==> config.mk <==
export PLATFORM = sky130hd
export DESIGN_NAME = prio_mux_sched
export DESIGN_NICKNAME = d
export VERILOG_FILES = /design/src/rtl/prio_mux_sched.sv
export SDC_FILE = /design/constraint.sdc
export NUM_CORES = 1
export LEC_CHECK = 0
export CAP_MARGIN = 20
export CORE_MARGIN = 3
export CORE_UTILIZATION = 53
export CTS_CLUSTER_DIAMETER = 40
export DETAILED_ROUTE_END_ITERATION = 6
export GPL_ROUTABILITY_DRIVEN = 0
export HOLD_SLACK_MARGIN = 0.12
export PLACE_DENSITY = 0.81
export SETUP_SLACK_MARGIN = 0.3
export SLEW_MARGIN = 20
export SYNTH_ARGS = -nofsm -noshare
export SYNTH_HDL_FRONTEND = slang
export SYNTH_SLANG_ARGS = --single-unit
==> constraint.sdc <==
create_clock -name clk -period 2.55 [get_ports clk]
set_input_delay 0.3825 -clock clk [delete_from_list [all_inputs] [get_ports clk]]
set_output_delay 0.3825 -clock clk [all_outputs]
set_load 0.01 [all_outputs]
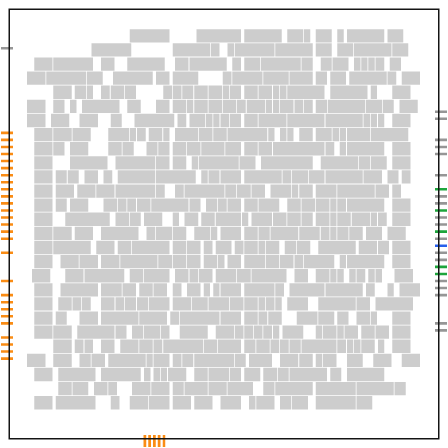
Figure 1: pin placement.
Pins as bars across the die edge, other pins in gray.
- orange: `req` (pins 32; direction input; edge 27 west, 5 south)
- blue: `sel_vld` (pins 1; direction output; edge east)
- green: `sel` (pins 5; direction output; edge east)
port bufs: 56
Die X-Extent: 82.5 um
Chip Height: 82.5 um

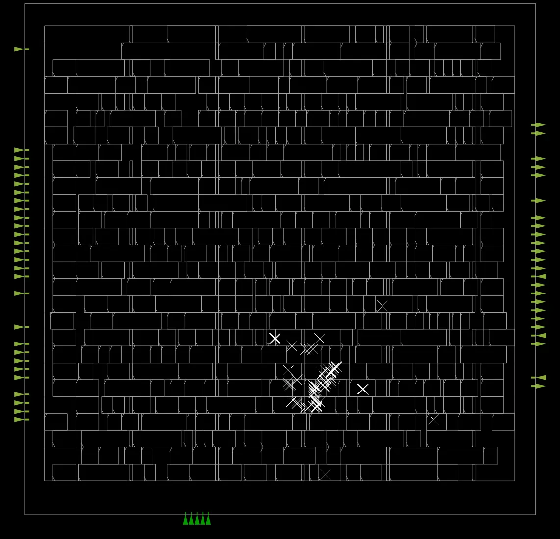
Figure 2: placed standard cells.
final core occ: 0.837
total number of tap cells: 72
fillcell total: 319
core box area: 5570 sq um
Seq/total area: 0.236

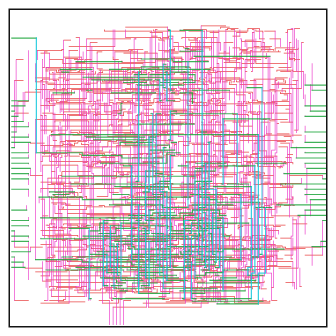
Figure 3: wiring by layer.
- green: M3 (wire length 1,790 um)
- cyan: M4 (wire length 976 um)
- red: M1 (wire length 4,470 um)
- magenta: M2 (wire length 5,600 um)
Detailed Route WL: 12,800 um
global-route usage over all layers: 0.342
DR vias: 3,978
wire per inst: 23.0 um

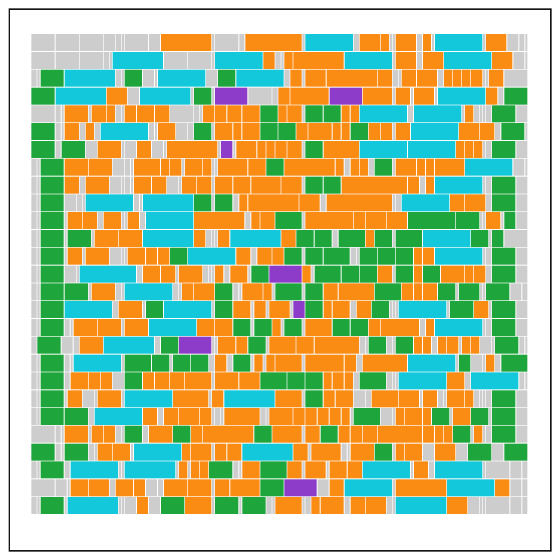
Figure 4: cells colored by class.
Fill, decap, tap and diode cells in gray.
- cyan: registers (cells 54)
- orange: remaining logic cells (cells 292)
- green: remaining buffers and delay cells (cells 133)
- purple: clock drivers and dummy loads (cells 7)
num rows: 27
Final Cell Area: 4670 sq um

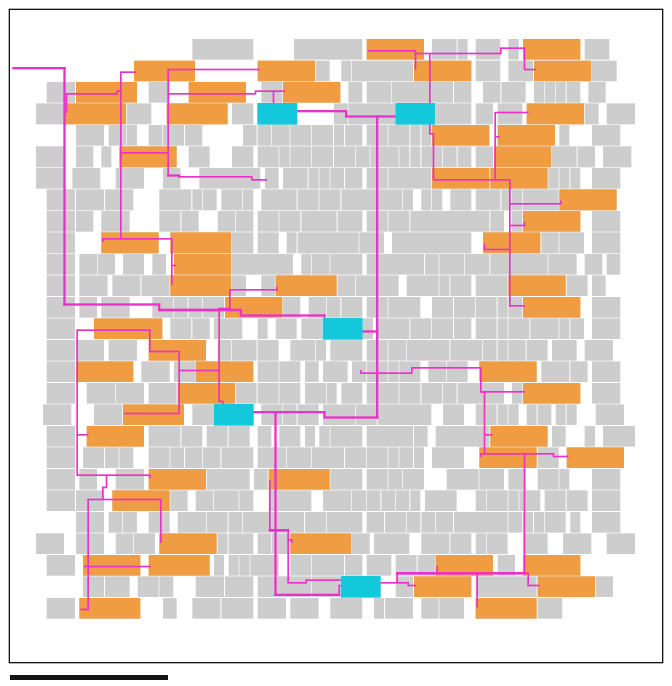
Figure 5: clock network drawn from the DEF.
Scale bar: 20 um.
- orange: flip-flops (count 54)
- magenta: clock wires (length 652 um)
- cyan: clock-net drivers (count 5)
- flops lie: spread over the die
- routed clock nets: 6
Latency at later pin: 320 ps
clock-net power: 0.000471 W

==> reports/results.txt <==
status: finished with violations
failing checks: design-rule violations, negative setup slack
Rel. slew slack: 0.524
clk buf depth: 2
crit end category: register
Clock Sinks: 54
Most Frequent Cell on Critical Path: buf_6
worst-path fanout max: 8
Crit path largest cell delay: 570 ps
Worst Hold Class: register to register
register share after synthesis: 0.349
sw power: 0.00102 W
syn nets: 405
Pre-Place Util: 0.556
Vias/cell: 7.13
final setup vio count: 9
count leader, synth: dfxtp_1
DP Area: 3930 sq um
fin nets: 524
Synth area leader: dfxtp_1
reg-to-reg setup timing slack: -240 ps
Synth flops: 54
hold path cells: 2
n_diodes: 0
startpoint types: register
initial antenna violation count: 0
crit path time final: 2790 ps
worst IR drop on VDD: 335 uV
Tcrit/Tclk final: 1.10
Post-Synthesis Cells: 367
Logic pwr share: 0.456
mean post-synth cell area: 8.45 sq um
crit-path cells: buf_6, or4_4, nor4_4, buf_4, buf_6, buf_6, buf_6, o21a_4, nor4b_4, buf_6, nand3_2, a32o_1
RSZ-0062 raised after global routing: true
clock skew: 9.41 ps
Layout Cells excl Fill: 558
global-route wire length before repair: 17,400 um
Clock transition at path regs: 100 ps
fraction of layout cells with a size suffix above 1: 0.329
htree depth: 2
leakage: 1.70 nW
CTS tree: built
worst path arrival time: 3020 ps
total power: 0.00267 W
vias in the first global route: 3,457
Critical Path RT: 2770 ps
pin count of the biggest net entering global routing: 33
worst-case reg-to-reg path depth: 12
mapped cell area: 3100 sq um
DP Wirelength: 7300 um
Area growth, synth to finish: 50.5%
worst setup path category: register to register
Clk Tree Root Cell: clkbuf_8
FMAX: 358 MHz
WHS: 460 ps
worst slew pin tran: 705 ps
cell area power density: 573 nW/um^2
Synth Flop Type: dfxtp_1
Slowest-stage cell, CP: or4_4
OpenROAD warnings: 28
cts bufs inserted: 5
endpoints failing hold: 0
Pint: 0.00166 W
number of cells in Yosys stat: 367
Sw Ratio: 0.380
TritonRoute pass-1 iters: 7
Top-area cell share: 0.349
EDFF count, synth: 0
Clock Power Share: 0.176
Reg power frac: 0.368
setup ws final: -243 ps
DRC viols: 97
# placed instances: 510
global route overflow: 0
initial drt markers: 720
Max Slew Vio Count: 0
Synth async-reset ratio: 0
synth unique cells: 64
biggest area cells: dfxtp_1 35%, a21oi_1 5.5%, a32o_1 4.8%, a22oi_1 4.4%, nor2_1 3.9%
Max Cap Viol: 0
Ports: 57
Yosys chip area: 3100 sq um
YS warnings: 0
max reg flops: 32
die area: 6810 sq um
pre-CTS WS: 45.9 ps
antenna-violating nets left: 0
Commonest cells post-synth: 54 x dfxtp_1, 34 x a21oi_1, 32 x nor2_1
per-layer routing:
layer  vias up  global-route usage  wire [um]
met5         -                   0          0
met4         0               0.194        976
met3       123              0.0759       1790
met2       386               0.552       5600
met1      1802               0.418       4470
li1       1667                   -          -
worst max-delay path: cells and delay by family (launching register included):
| kind | cells | cell delay, ps |
|---|---|---|
| buf+inv | 6 | 720 |
| flops | 1 | 330 |
| compound gates | 2 | 350 |
| simple gates | 4 | 1260 |
per-stage QoR:
step            util  TNS [ps]
2_1_floorplan      -         0
4_1_cts        0.785     -79.0
3_5_place_dp   0.705         0
6_report       0.837     -1790
5_1_grt        0.837     -1990
3_3_place_gp   0.705         0
logic make-up after synthesis:
logic type / count (synthesis) / share of synthesized area
AND/OR/NAND/NOR: 152 / 0.281
AND-OR/OR-AND: 119 / 0.288
flip-flops: 54 / 0.349
buffers and inverters: 29 / 0.0424
XOR/XNOR: 9 / 0.0254
adder cells (fa/ha/maj): 3 / 0.0113
multiplexers: 1 / 0.00323
area by class of cell:
cell class	instances	area (sq um)
clock buffer	5	68.8
clock inverter	2	10.0
fill	319	907
inverter	8	30.0
multi-input combinational	284	2190
sequential	54	1100
tap	72	90.1
timing repair buffer	133	1180
power by group through the flow:
stage / combinational, W / clock [W] / sequential, W
finish: 0.00122 / 0.000471 / 0.000983
detailed placement: 0.000792 / 0 / 0.000979
global route: 0.00126 / 0.000508 / 0.000989
global placement: 0.000778 / 0 / 0.000976
floorplan: 0.000473 / 0 / 0.000962
CTS: 0.000965 / 0.000458 / 0.000968
layout by cell type (no fill, tap or decap), types with 3 or more instances in the layout:
cell type | synthesis | final
nand4_1 | 12 | 12
nand3_2 | 0 | 6
nor3_1 | 9 | 8
nand2_1 | 28 | 27
buf_4 | 0 | 64
nor2b_1 | 3 | 3
xor2_1 | 7 | 7
nor4_4 | 2 | 7
dfxtp_1 | 54 | 40
o211ai_1 | 6 | 6
or3_1 | 3 | 3
or4_4 | 1 | 5
a31oi_1 | 5 | 5
o21ai_0 | 8 | 7
nand3_1 | 15 | 9
inv_1 | 8 | 7
nand3b_1 | 3 | 3
nor2_1 | 32 | 29
nand2b_1 | 9 | 7
a21oi_2 | 1 | 6
buf_6 | 2 | 13
clkbuf_8 | 0 | 5
a32o_1 | 15 | 15
a21oi_1 | 34 | 27
a22oi_1 | 18 | 18
nor4_1 | 16 | 12
dfxtp_2 | 0 | 13
clkdlybuf4s50_1 | 0 | 51
repair_timing:
item | 4_1_cts | 5_1_grt
setup buffers | 19 | 22
gates resized | 65 | 39
hold endpoints to repair | 0 | 0
pin swaps | 29 | 17
hold buffers | 0 | 0
endpoints found under the setup margin | 34 | 40
No activity file was given, so power comes from the tool's default toggle rates.
